Figure 1. M1 wires (run 1).
Bar = 50 um.
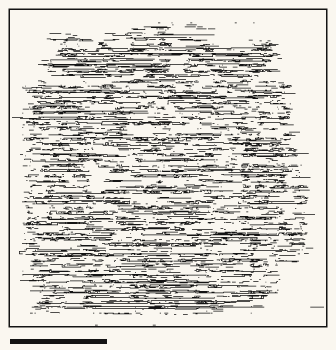
Figure 2. Met2 routing (run 1).
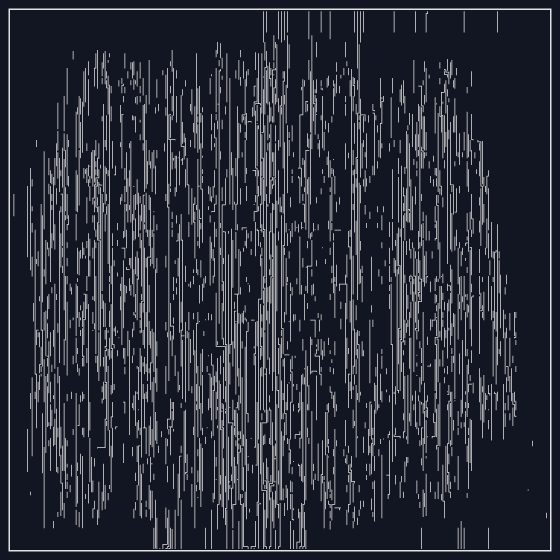
Figure 3. Signal wires on met3 (run 1).
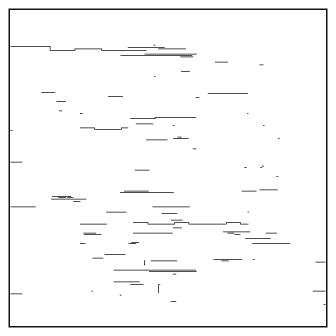
--- src/rtl/pwm_ctrl.sv ---
// Two-channel memory-mapped PWM controller for H-bridge motor drivers.
// Settings are shadowed and applied on period boundaries; direction reversals insert dead time.
module pwm_ctrl #(
    parameter int CNT_W = 16,
    parameter int DEAD  = 4
) (
    input  logic        clk,
    input  logic        rst,
    input  logic        en,
    input  logic        we,
    input  logic        re,
    input  logic [2:0]  addr,
    input  logic [31:0] wdata,
    output logic [31:0] rdata,
    output logic [1:0]  pwm1out,
    output logic [1:0]  pwm2out
);

    localparam int              DW      = $clog2(DEAD + 1);
    localparam logic [DW-1:0]   DEAD_LD = DW'(DEAD);

    typedef struct packed {
        logic [CNT_W-1:0] period;
        logic [CNT_W-1:0] duty;
        logic             dir;
    } chan_cfg_t;

    chan_cfg_t [1:0]            pend_cfg_q, pend_cfg_d;
    chan_cfg_t [1:0]            act_cfg_q, act_cfg_d;
    logic      [1:0]            ch_en_q, ch_en_d;
    logic      [1:0]            pend_q, pend_d;
    logic      [1:0][CNT_W-1:0] cnt_q, cnt_d;
    logic      [1:0][DW-1:0]    dead_q, dead_d;
    logic      [1:0][1:0]       out_q, out_d;
    logic      [31:0]           rdata_q, rdata_d;
    logic      [1:0]            run, wrap, raw;

    logic unused_wdata;
    assign unused_wdata = ^wdata[31:CNT_W];

    always_comb begin
        // NOTE: every variable gets a hold-value default up front, so no path can infer a latch.
        pend_cfg_d = pend_cfg_q;
        act_cfg_d  = act_cfg_q;
        ch_en_d    = ch_en_q;
        pend_d     = pend_q;
        cnt_d      = cnt_q;
        dead_d     = dead_q;
        out_d      = out_q;
        rdata_d    = rdata_q;
        run        = '0;
        wrap       = '0;
        raw        = '0;

        // Reads return the shadow (pending) settings, never the active ones.
        if (re) begin
            case (addr)
                3'd0:    rdata_d = {28'd0, pend_cfg_q[1].dir, ch_en_q[1], pend_cfg_q[0].dir, ch_en_q[0]};
                3'd1:    rdata_d = 32'(pend_cfg_q[0].period);
                3'd2:    rdata_d = 32'(pend_cfg_q[0].duty);
                3'd3:    rdata_d = 32'(pend_cfg_q[1].period);
                3'd4:    rdata_d = 32'(pend_cfg_q[1].duty);
                3'd5:    rdata_d = {30'd0, pend_q};
                default: rdata_d = '0;
            endcase
        end

        if (we) begin
            case (addr)
                3'd0: begin
                    ch_en_d           = {wdata[2], wdata[0]};
                    pend_cfg_d[0].dir = wdata[1];
                    pend_cfg_d[1].dir = wdata[3];
                    if (wdata[1] != pend_cfg_q[0].dir) pend_d[0] = 1'b1;
                    if (wdata[3] != pend_cfg_q[1].dir) pend_d[1] = 1'b1;
                end
                3'd1: begin
                    pend_cfg_d[0].period = wdata[CNT_W-1:0];
                    pend_d[0]            = 1'b1;
                end
                3'd2: begin
                    pend_cfg_d[0].duty = wdata[CNT_W-1:0];
                    pend_d[0]          = 1'b1;
                end
                3'd3: begin
                    pend_cfg_d[1].period = wdata[CNT_W-1:0];
                    pend_d[1]            = 1'b1;
                end
                3'd4: begin
                    pend_cfg_d[1].duty = wdata[CNT_W-1:0];
                    pend_d[1]          = 1'b1;
                end
                default: ;
            endcase
        end

        for (int n = 0; n < 2; n++) begin
            run[n]  = ch_en_q[n] && (act_cfg_q[n].period != '0);
            wrap[n] = run[n] && (cnt_q[n] == act_cfg_q[n].period - CNT_W'(1));
            raw[n]  = cnt_q[n] < act_cfg_q[n].duty;

            if (!en) begin
                out_d[n] = 2'b00;
            end else begin
                if (!run[n] || (dead_q[n] != '0)) out_d[n] = 2'b00;
                else if (act_cfg_q[n].dir)        out_d[n] = {raw[n], 1'b0};
                else                              out_d[n] = {1'b0, raw[n]};

                if (wrap[n] && (pend_cfg_d[n].dir != act_cfg_q[n].dir)) dead_d[n] = DEAD_LD;
                else if (dead_q[n] != '0)                               dead_d[n] = dead_q[n] - DW'(1);

                // Loading from the _d shadow forwards a same-cycle write straight into active.
                if (!run[n] || wrap[n]) begin
                    cnt_d[n]     = '0;
                    act_cfg_d[n] = pend_cfg_d[n];
                    pend_d[n]    = 1'b0;
                end else begin
                    cnt_d[n] = cnt_q[n] + CNT_W'(1);
                end
            end
        end
    end

    // NOTE: state updates use non-blocking assignments so every register samples pre-edge values.
    always_ff @(posedge clk) begin
        if (rst) begin
            pend_cfg_q <= '0;
            act_cfg_q  <= '0;
            ch_en_q    <= '0;
            pend_q     <= '0;
            cnt_q      <= '0;
            dead_q     <= '0;
            out_q      <= '0;
            rdata_q    <= '0;
        end else begin
            pend_cfg_q <= pend_cfg_d;
            act_cfg_q  <= act_cfg_d;
            ch_en_q    <= ch_en_d;
            pend_q     <= pend_d;
            cnt_q      <= cnt_d;
            dead_q     <= dead_d;
            out_q      <= out_d;
            rdata_q    <= rdata_d;
        end
    end

    assign rdata   = rdata_q;
    assign pwm1out = out_q[0];
    assign pwm2out = out_q[1];

endmodule

--- config.mk ---
export PLATFORM = sky130hd
export DESIGN_NAME = pwm_ctrl
export DESIGN_NICKNAME = d
export VERILOG_FILES = /design/src/rtl/pwm_ctrl.sv
export SDC_FILE = /design/constraint.sdc
export NUM_CORES = 1
export LEC_CHECK = 0
export ABC_AREA = 1
export CORE_MARGIN = 5
export CORE_UTILIZATION = 46
export DETAILED_ROUTE_END_ITERATION = 8
export SLEW_MARGIN = 25
export SYNTH_ARGS = -nofsm -noshare
export SYNTH_HDL_FRONTEND = slang
export SYNTH_SLANG_ARGS = --single-unit
--- constraint.sdc ---
create_clock -name clk -period 3.9 [get_ports clk]
set_input_delay 0.78 -clock clk [delete_from_list [all_inputs] [get_ports clk]]
set_output_delay 0.78 -clock clk [all_outputs]
set_load 0.01 [all_outputs]
==> impl_metrics.json, run 1 <==
{
  "status": "completed",
  "hold_path.class": "register to register",
  "avgSynthCellArea_um2": 6.94,
  "core-area_um2": 23300,
  "numSynthFlops": 194,
  "dieArea_um2": 26700,
  "ys_area_um2": 10800,
  "yosysSeqAreaShare_pct": 35.9,
  "drc": 0,
  "place_area_um2": 11300,
  "ys_cells": 1557,
  "period_used_pct": 71.4,
  "hold_buffers": 0,
  "ir_drop_mv": 0.242,
  "drive_gt1_share_pct": 7.79,
  "arrival_ns": 3.09,
  "hold_slack_ns": 0.461,
  "wl_per_cell_um": 14.5,
  "log.warning_count": 46,
  "numCtsBuffers": 17,
  "drt-pass1-iter-count": 5,
  "final_cell_area_um2": 11800,
  "max_freq_ghz": 0.359,
  "cts.htree.levels": 4,
  "endpoint_kind": "register",
  "final_common_cell": "nand2_1",
  "worstMarginPinSlew_ns": 0.942,
  "power.density_nw_per_um2": 395,
  "grt_pass1_vias": 9026,
  "io_pins": 76,
  "max_cap_violations": 0,
  "vias_per_cell": 4.94,
  "drtIter0Drc": 460,
  "grt_antenna_before_repair": 0,
  "maxSlewViolCount": 0,
  "rsz0062_at_grt": "no",
  "ys.flop_type": "dfxtp_1",
  "crit_chain": "inv_1, ha_1, nand2_4, nor2_1, nand2_1, nand3_1, nand2_1, nor2_1, nand3_1, nor2_2, inv_2, nand2_8, nand2_8, nand2_4, nor3_1",
  "yosysUniqueCellTypes": 51,
  "final_cell_mix": "nand2_1, inv_1, nor2_1, dfxtp_1, a21oi_1",
  "syn_inst": 1557,
  "antenna_left": 0,
  "cts_buffer_depth": 2,
  "portBuffers": 43,
  "clock_skew_ns": 0.0212,
  "grt-ovfl-total": 0,
  "relSlewSlack_pct": 37.2,
  "die_h_um": 163,
  "mappedNetlistArea_um2": 10800,
  "synthToLayoutAreaGrowth_pct": 9.55,
  "clk_pin_slew_ns": 0.07,
  "nNetsFinal": 1645,
  "p_leak_nw": 5.34,
  "place.gp.congestion": 0.887,
  "cts_setup_buffers": 0,
  "setup_violations": 0,
  "cp_slowest_cell": "dfxtp_1",
  "placedCellCount": 1865,
  "final_cell_count_no_fill": 1897,
  "min_period_ns": 2.78,
  "worst-path-max-fanout": 34,
  "finalHoldViolations": 0,
  "clock-sinks": 194,
  "startpoint_type": "register",
  "slowest_delay_ns": 0.33,
  "grt_usage_pct": 21.0,
  "rows": 56,
  "grt_pass1_wl_um": 45100,
  "cts_tree": "done",
  "grt_max_degree": 89,
  "dieWidth_um": 163,
  "fp_util_pct": 46.3,
  "clkLatencyLatePin_ns": 0.44,
  "critical_path_required_ns": 4.21,
  "root_buffer": "clkbuf_16",
  "crit_type": "register to register",
  "diodes": 0,
  "ys_warn_count": 0
}
About Figure 1:
longest straight run: 58.0 um
share of all routed wire: 46%
met1 Resource Use GR: 27.1%
detailed-route via count: 9370

About Figure 2:
share of all routed wire: 49%
main direction: vertical
longest straight run: 99.6 um
nets with wire on the layer: 1214
wire length on this layer: 13500 um
WL final: 27500 um
met2 Usage GRT: 37.2%

About Figure 3:
wire length on this layer: 840 um
main direction: horizontal
longest straight run: 42.3 um
grt met3 use: 2.90%

-- run 1: worst max-delay path, delay by kind of cell (launching register included) --
| family | cells | cell delay (ns) |
|---|---|---|
| adder cells (fa/ha/maj) | 1 | 0.27 |
| buffers and inverters | 2 | 0.22 |
| flip-flops | 1 | 0.33 |
| AND/OR/NAND/NOR | 12 | 1.73 |
-- run 1: worst paths after layout --
path | depth (start not counted) | slack [ns] | start | endpoint
hold / removal | 2 | 0.46 | act_cfg_q[39] | act_cfg_q[39]
setup / recovery | 15 | 1.12 | act_cfg_q[17] | cnt_q[4]
setup reg to reg | 15 | 1.12 | act_cfg_q[17] | cnt_q[4]
hold reg to reg | 2 | 0.46 | act_cfg_q[39] | act_cfg_q[39]
-- run 1: kinds of logic (layout without fill, tap and decap cells) --
kind of cell	after synthesis	after routing	synth area share (%)
muxes	1	1	0.0926
DFF	194	194	35.9
buffers and inverters	306	312	12.4
other	1	16	0.0347
AOI/OAI and AO/OA	291	291	15.3
and+or+nand+nor	674	674	27.6
xor gates and xnor gates	50	50	4.05
adders and majority gates	40	40	4.63
-- run 1: metrics by stage --
stage	setup WS, ns	total power, mW	utilization [%]
detailed placement	0.757	3.02	48.3
global placement	0.776	3.00	48.3
CTS	1.11	4.73	50.7
finish	1.12	4.68	50.7
global route	0.898	4.94	50.7
floorplan	1.60	2.83	-
-- run 1: synthesized netlist by cell type, types with 5 or more instances --
cell / count / area share (%)
nand3_1: 70 / 3.2
o22ai_1: 25 / 1.4
nand2_1: 299 / 10
ha_1: 40 / 4.6
nor2_2: 11 / 0.64
buf_2: 8 / 0.37
a21oi_2: 30 / 2.4
nand3b_1: 6 / 0.42
inv_1: 222 / 7.7
o211ai_1: 5 / 0.35
nand4_1: 11 / 0.64
dfxtp_1: 194 / 36
buf_6: 8 / 0.83
xnor2_1: 16 / 1.3
a21oi_1: 117 / 5.4
clkbuf_1: 35 / 1.2
nor3_1: 22 / 1.0
nand3_2: 5 / 0.46
nand2_4: 5 / 0.52
xor2_1: 34 / 2.8
o21ai_0: 99 / 4.6
nor2_1: 210 / 7.3
or2_2: 8 / 0.46
buf_4: 21 / 1.5
-- run 1: final cells by class --
type / count / area [um2]
flip-flops and latches: 194 / 3880
repair buffers: 53 / 498
multi-input cells: 1072 / 5640
clock buffers: 20 / 457
well taps: 319 / 399
inverters: 227 / 852
clock inverters: 12 / 106
fillers: 2453 / 11500
-- run 1: registers in the layout, indices dropped and copies added (netlist names) --
| signal | count |
|---|---|
| act_cfg_q | 66 |
| ch_en_q | 2 |
| cnt_q | 32 |
| dead_q | 6 |
| pend_cfg_q | 66 |
| pend_q | 2 |
| pwm1out | 2 |
| pwm2out | 2 |
| rdata | 16 |
-- run 1: routing by layer --
metal / vias to the layer above / wire length [um] / GRT usage, %
met1: 4247 / 12700 / 27.1
met3: 32 / 840 / 2.90
met2: 147 / 13500 / 37.2
met5: - / 0 / 0
li1: 4944 / - / -
met4: 0 / 463 / 5.07
-- run 1: where the power goes --
part	leakage [nW]	internal, mW	total, mW	switching [mW]
clock	0.286	0.919	1.71	0.788
combinational	3.48	0.298	0.835	0.537
sequential	1.58	2.07	2.14	0.0642
total	5.34	3.29	4.68	1.39
Figure 4. Routing congestion map (run 1).
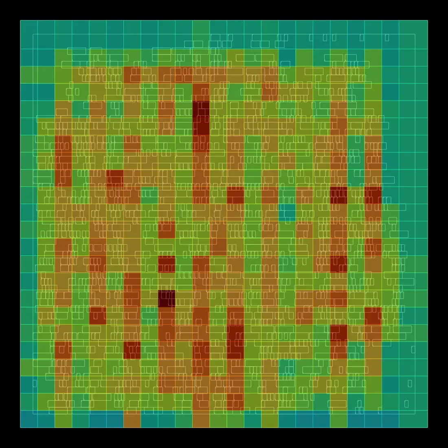

--- run 2 (diff from run 1) ---
--- a/config.mk
+++ b/config.mk
@@ -9,6 +9,7 @@
 export CORE_MARGIN = 5
 export CORE_UTILIZATION = 46
 export DETAILED_ROUTE_END_ITERATION = 8
+export PLACE_DENSITY = 0.67
 export SLEW_MARGIN = 25
 export SYNTH_ARGS = -nofsm -noshare
 export SYNTH_HDL_FRONTEND = slang
==> constraint.sdc (replaced) <==
create_clock -name clk -period 2.4 [get_ports clk]
set_input_delay 0.48 -clock clk [delete_from_list [all_inputs] [get_ports clk]]
set_output_delay 0.48 -clock clk [all_outputs]
set_load 0.01 [all_outputs]
Figure 5. Routing congestion map (run 2).
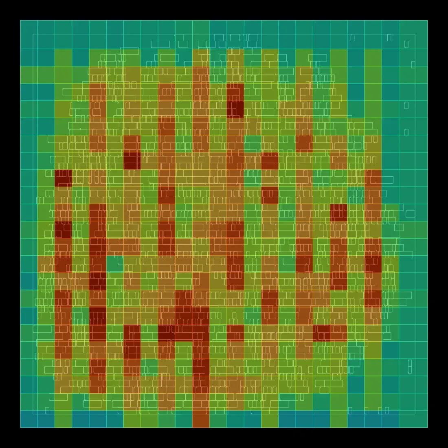
met1 Resource Use GR: 26.0%
met2 Usage GRT: 35.9%
layer with the highest usage: met2

Figure 6. Metal 4 (run 2).
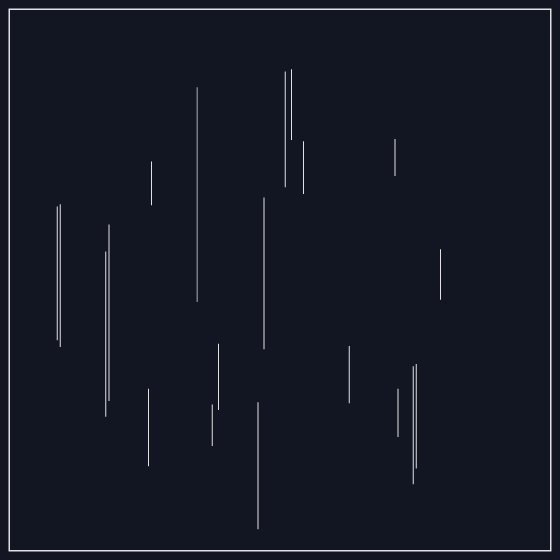
main direction: vertical
wire length on this layer: 597 um
longest straight run: 64.6 um
nets with wire on the layer: 15
share of all routed wire: 2.2%
WL final: 27200 um
detailed-route via count: 9608

==> run 2 against run 1 <==
Compared with the run above: sequential share of layout area is 2.0 points lower; critical endpoint is now act_cfg_q[29]; utilization is 3.3 points higher; cell area is 6.5% higher; first-iteration DRC count is 15% higher; maximum frequency is 23% higher; sequential power is 62% higher; worst hold slack worse by 0.0092 ns; wire length is 1.2% lower; die size stayed put; power is 69% higher; setup slack worse by 0.97 ns; count of clock-buffer cells in the layout is 3 lower.
==> impl_metrics.json, run 2 <==
{
  "cts_buffer_depth": 2,
  "ys_cells": 1557,
  "power.density_nw_per_um2": 628,
  "top_regs": "act_cfg_q: 66 flops, pend_cfg_q: 66 flops, cnt_q: 32 flops",
  "p_leak_nw": 5.74,
  "max_cap_violations": 0,
  "avgSynthCellArea_um2": 6.94,
  "area_leaders": "dfxtp_1, nand2_1, inv_1",
  "final_cell_area_um2": 12600,
  "place_area_um2": 11800,
  "ys.flop_type": "dfxtp_1",
  "regArea_um2": 3890,
  "setup_violations": 0,
  "yosysUniqueCellTypes": 51,
  "maxSlewViolCount": 0,
  "period_used_pct": 94.1,
  "vias_per_cell": 4.91,
  "drc": 0,
  "dieWidth_um": 163,
  "io_pins": 76,
  "finalHoldViolations": 0,
  "min_from": "rst",
  "numSynthFlops": 194,
  "final_common_cell": "nand2_1",
  "ys_warn_count": 0,
  "clk_pin_slew_ns": 0.08,
  "clkLatencyLatePin_ns": 0.45,
  "numCtsBuffers": 17,
  "critical_path_required_ns": 2.75,
  "nNetsFinal": 1703,
  "yosysSeqAreaShare_pct": 35.9,
  "cts.htree.levels": 4,
  "log.warning_count": 46,
  "max_freq_ghz": 0.443,
  "root_buffer": "clkbuf_16",
  "relSlewSlack_pct": 63.5,
  "fin_ws_ns": 0.143,
  "fillerInstances": 2267,
  "hold_path.class": "input port to register",
  "die_h_um": 163,
  "drtIter0Drc": 530,
  "final_cell_mix": "nand2_1, inv_1, nor2_1, dfxtp_1, a21oi_1",
  "hold_path_end": "rdata[10]",
  "ir_drop_mv": 0.360,
  "yosysTopAreaCellShare_pct": 35.9,
  "portBuffers": 43,
  "synthToLayoutAreaGrowth_pct": 16.7,
  "min_period_ns": 2.26,
  "grt_pass1_vias": 9211,
  "worst-path-max-fanout": 10,
  "grt-ovfl-total": 0,
  "yosysTopAreaCell": "dfxtp_1",
  "wl_per_cell_um": 13.9,
  "grt_antenna_before_repair": 0,
  "status": "completed",
  "logic_area_um2": 5710,
  "drive_gt1_share_pct": 12.4,
  "top_cell": "nand2_1",
  "top_cells_by_count": "nand2_1, inv_1, nor2_1, dfxtp_1, a21oi_1",
  "arrival_ns": 2.61,
  "grt_max_degree": 83,
  "r2r_setup_slack_ns": 0.14,
  "place.gp.congestion": 0.895,
  "endpoint_kind": "register",
  "r2r_cells": 14,
  "rows": 56,
  "drt-pass1-iter-count": 5,
  "worstMarginPinSlew_ns": 0.547,
  "startpoint_type": "register"
}
Figure 7. Signal wires on met3 (run 2).
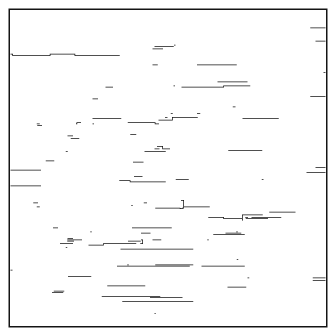
share of all routed wire: 3.2%
main direction: horizontal
grt met3 use: 3.10%

[run 2: netlist changes by cell type in the layout (fill, tap and decap cells not counted), sizes merged]
cell and delta:
buf +55, clkinvlp +2, clkinv -2, inv +3
[run 2: repair_timing]
action / 4_1_cts / 5_1_grt
gates resized: 1 / 28
cloned: 0 / 4
setup endpoints to repair: 3 / 101
hold buffers: 0 / 0
endpoints found under the hold margin: 0 / 0
buffers inserted: 0 / 2
pin swaps: 0 / 8
[run 2: logic make-up (layout without fill, tap and decap cells)]
kind of cell             count (synthesis)  in the layout  synth area share, %
AND-OR/OR-AND                          291            291                 15.3
XOR/XNOR                                50             50                 4.05
adder cells (fa/ha/maj)                 40             40                 4.63
buffers and inverters                  306            370                 12.4
flip-flops                             194            194                 35.9
multiplexers                             1              1               0.0926
other                                    1             16               0.0347
AND/OR/NAND/NOR                        674            674                 27.6
[run 2: worst max-delay path, cell delays in order (launching register included)]
cell and delay, ns:
dfxtp_1 0.35, buf_4 0.16, xnor2_1 0.26, o21ai_0 0.14, nand2_1 0.12, nand3_1 0.08
nor2_1 0.11, nand2_1 0.13, nor2_4 0.15, inv_2 0.08, nand2_8 0.08, nand2_8 0.11
buf_12 0.18, a21oi_2 0.15, nor2_1 0.05
[run 2: metal layers]
metal  wire length [um]  up-vias
met1              12300     4365
met3                878       43
met4                597        0
li1                   -     5057
met5                  0        -
met2              13400      143
[run 2: through the flow]
stage                     hold slack (ns)   TNS, ns  power (mW)  util [%]  instances
after floorplan                     0.422         0        4.61         -       1572
after CTS                           0.454         0        7.93      53.3       1949
after detailed placement            0.452    -0.436        4.99      50.6       1917
after global routing                0.466  -0.00538        8.31      54.1       1955
final                               0.452         0        7.92      54.1       1955
after global placement              0.447    -0.339        4.96      50.6       1917
[run 2: power breakdown]
part / internal [mW] / switching, mW / total, mW
sequential: 3.37 / 0.105 / 3.47
clock: 1.50 / 1.45 / 2.95
combinational: 0.585 / 0.911 / 1.50
[run 2: final cells by class]
| class | count | share of cell area [%] |
|---|---|---|
| Tap cell | 319 | 3.16 |
| Inverter | 227 | 6.75 |
| Multi-Input combinational cell | 1072 | 45.3 |
| Sequential cell | 194 | 30.8 |
| Clock buffer | 17 | 3.37 |
| Clock inverter | 15 | 1.51 |
| Timing Repair Buffer | 111 | 9.06 |
[run 2: worst max path at each step]
| stage | cells after the start | start | to |
|---|---|---|---|
| 2_1_floorplan | 18 | act_cfg_q[17] | act_cfg_q[10] |
| 3_5_place_dp | 14 | we | dead_q[0] |
| 5_1_grt | 14 | act_cfg_q[18] | act_cfg_q[28] |
| 3_3_place_gp | 14 | we | dead_q[1] |
| 4_1_cts | 16 | act_cfg_q[18] | act_cfg_q[28] |
| 6_report | 14 | act_cfg_q[25] | act_cfg_q[29] |
--- run 3 (diff from run 2) ---
--- a/config.mk
+++ b/config.mk
@@ -8,6 +8,7 @@
 export ABC_AREA = 1
 export CORE_MARGIN = 5
 export CORE_UTILIZATION = 46
+export CTS_CLUSTER_DIAMETER = 60
 export DETAILED_ROUTE_END_ITERATION = 8
 export PLACE_DENSITY = 0.67
 export SLEW_MARGIN = 25
Figure 8. Met2 routing (run 3).
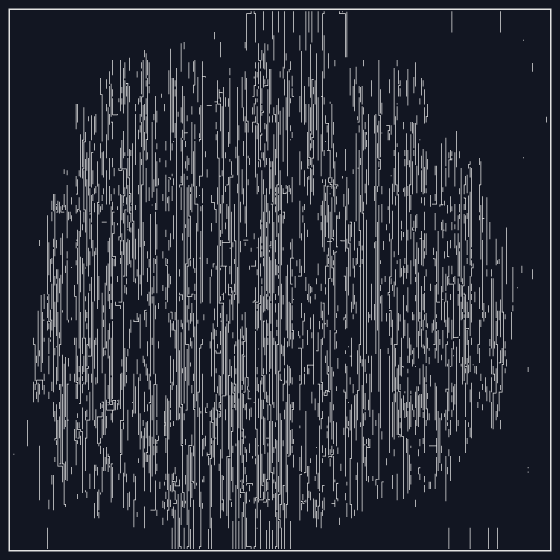
share of all routed wire: 49%
main direction: vertical
nets with wire on the layer: 1266
wire length on this layer: 13400 um
longest straight run: 91.8 um

Figure 9. M1 wires (run 3).
Bar = 50 um.
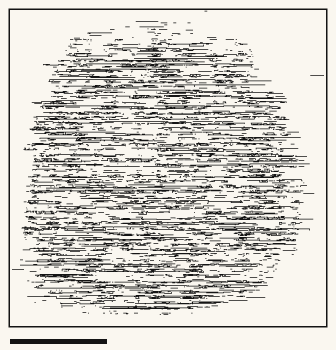
main direction: horizontal
wire length on this layer: 12300 um
nets with wire on the layer: 1607

Figure 10. Routing congestion map (run 3).
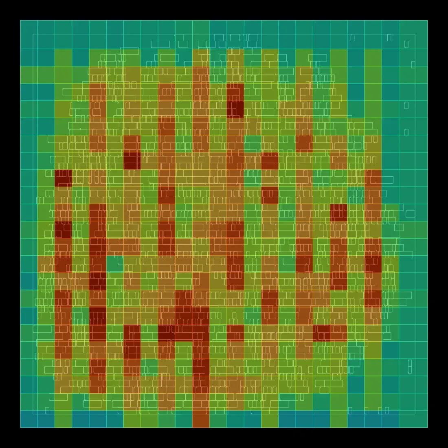
WL per Instance: 13.9 um
Final Util: 54.1%

==> run 3 against run 2 <==
Compared with the run above: sequential share of layout area is the same; worst hold slack stayed put; via count is the same; wire length did not move; non-clock buffer count unchanged; global-route usage stayed put; first-iteration DRC count is the same; utilization unchanged; critical path depth did not move; combinational power about the same; power unchanged; largest cell class unchanged.
==> impl_metrics.json, run 3 <==
{
  "clock-sinks": 194,
  "maxSlewViolCount": 0,
  "ys.flop_type": "dfxtp_1",
  "p_leak_nw": 5.74,
  "cts_buffer_depth": 2,
  "grt_pass1_wl_um": 44500,
  "power.density_nw_per_um2": 628,
  "min_from": "rst",
  "drtIter0Drc": 530,
  "dieArea_um2": 26700,
  "r2r_start": "act_cfg_q[25]",
  "grt_pass1_vias": 9211,
  "antenna_left": 0,
  "numSynthFlops": 194,
  "io_pins": 76,
  "grt_antenna_before_repair": 0,
  "final_common_cell": "nand2_1",
  "crit_chain": "buf_4, xnor2_1, o21ai_0, nand2_1, nand3_1, nor2_1, nand2_1, nor2_4, inv_2, nand2_8, nand2_8, buf_12, a21oi_2, nor2_1",
  "r2r_cells": 14,
  "crit_type": "register to register",
  "yosysSeqAreaShare_pct": 35.9,
  "root_buffer": "clkbuf_16",
  "setup_violations": 0,
  "placedCellCount": 1917,
  "drive_gt1_share_pct": 12.4,
  "fillerInstances": 2267,
  "r2r_setup_slack_ns": 0.14,
  "cts_tree": "done",
  "rows": 56,
  "cp_slowest_cell": "dfxtp_1",
  "ys_warn_count": 0,
  "fp_util_pct": 46.3,
  "grt_max_degree": 83,
  "hold_path.class": "input port to register",
  "worst-path-max-fanout": 10,
  "numCtsBuffers": 17,
  "vias_per_cell": 4.91,
  "syn_inst": 1557,
  "worstMarginPinSlew_ns": 0.547,
  "portBuffers": 43,
  "grt-ovfl-total": 0,
  "reg2reg_to": "act_cfg_q[29]",
  "drc": 0,
  "slowest_delay_ns": 0.35,
  "hold_slack_ns": 0.452,
  "final_cell_mix": "nand2_1, inv_1, nor2_1, dfxtp_1, a21oi_1",
  "vias": 9608,
  "startpoint_type": "register",
  "wirelength_um": 27200,
  "yosysUniqueCellTypes": 51,
  "regArea_um2": 3890,
  "mappedNetlistArea_um2": 10800,
  "avgSynthCellArea_um2": 6.94,
  "ys_cells": 1557,
  "cts.htree.levels": 4,
  "place.gp.congestion": 0.895,
  "clkLatencyLatePin_ns": 0.45,
  "finalHoldViolations": 0,
  "hold-path-cell-count": 2,
  "clk_pin_slew_ns": 0.08,
  "period_used_pct": 94.1,
  "min_period_ns": 2.26,
  "diodes": 0,
  "ys_area_um2": 10800,
  "logic_area_um2": 5710,
  "die_h_um": 163,
  "drt-pass1-iter-count": 5,
  "yosysTopAreaCellShare_pct": 35.9,
  "yosysTopAreaCell": "dfxtp_1",
  "clock_skew_ns": 0.00920,
  "arrival_ns": 2.61,
  "core-area_um2": 23300,
  "relSlewSlack_pct": 63.5,
  "ir_drop_mv": 0.360,
  "log.warning_count": 46,
  "final_cell_count_no_fill": 1955,
  "hold_path_end": "rdata[10]",
  "top_cell": "nand2_1",
  "top_regs": "act_cfg_q: 66 flops, pend_cfg_q: 66 flops, cnt_q: 32 flops",
  "status": "completed",
  "critical_path_required_ns": 2.75,
  "nNetsFinal": 1703,
  "grt_usage_pct": 20.5
}
[run 3: cell counts after synthesis]
No cell type changed its count.
[run 3: routing by layer]
layer | vias up | GRT usage [%] | part of all wire (%)
met4 | 0 | 6.37 | 2.2
met3 | 43 | 3.10 | 3.2
met1 | 4365 | 26.0 | 45
li1 | 5057 | - | -
met2 | 143 | 35.9 | 49
met5 | - | 0 | 0
[run 3: worst max-delay path by stage]
| stage | start | endpoint | slack, ns | cells past startpoint |
|---|---|---|---|---|
| global placement | we | dead_q[1] | -0.14 | 14 |
| global route | act_cfg_q[18] | act_cfg_q[28] | -0.003 | 14 |
| detailed placement | we | dead_q[0] | -0.17 | 14 |
| floorplan | act_cfg_q[17] | act_cfg_q[10] | 0.39 | 18 |
| finish | act_cfg_q[25] | act_cfg_q[29] | 0.14 | 14 |
| CTS | act_cfg_q[18] | act_cfg_q[28] | 0.03 | 16 |
[run 3: critical path: cells and delay by family, from the launching register on]
family                    cells  cell delay [ns]
buffers and inverters         3             0.42
and+or+nand+nor               8             0.83
AOI/OAI and AO/OA             2             0.29
xor gates and xnor gates      1             0.26
DFF                           1             0.35
[run 3: final cells by class]
| class | count | share of cell area (%) |
|---|---|---|
| Sequential cell | 194 | 30.8 |
| Clock buffer | 17 | 3.37 |
| Multi-Input combinational cell | 1072 | 45.3 |
| Inverter | 227 | 6.75 |
| Tap cell | 319 | 3.16 |
| Timing Repair Buffer | 111 | 9.06 |
| Clock inverter | 15 | 1.51 |
[run 3: power breakdown]
group | switching (mW) | internal, mW
clock | 1.45 | 1.50
combinational | 0.911 | 0.585
sequential | 0.105 | 3.37
total | 2.46 | 5.46
[run 3: cell families (layout without fill, tap and decap cells)]
logic type / count (synthesis) / after routing / synth area share (%)
and+or+nand+nor: 674 / 674 / 27.6
buffers and inverters: 306 / 370 / 12.4
AOI/OAI and AO/OA: 291 / 291 / 15.3
DFF: 194 / 194 / 35.9
xor gates and xnor gates: 50 / 50 / 4.05
adders and majority gates: 40 / 40 / 4.63
other: 1 / 16 / 0.0347
muxes: 1 / 1 / 0.0926
[run 3: metrics by stage]
| step | instance area, um2 | worst slack [ns] | power, mW | TNS, ns |
|---|---|---|---|---|
| after floorplan | 10900 | 0.389 | 4.61 | 0 |
| after global placement | 11800 | -0.135 | 4.96 | -0.339 |
| after detailed placement | 11800 | -0.168 | 4.99 | -0.436 |
| after CTS | 12400 | 0.0284 | 7.93 | 0 |
| after global routing | 12600 | -0.00315 | 8.31 | -0.00538 |
| final | 12600 | 0.143 | 7.92 | 0 |
[run 3: repair_timing]
item | in CTS | in global routing
setup endpoints to repair | 3 | 101
gates resized | 1 | 28
setup buffers | 0 | 2
cloned | 0 | 4
pin swaps | 0 | 8
hold buffers | 0 | 0
No activity file was given, so power comes from the tool's default toggle rates.
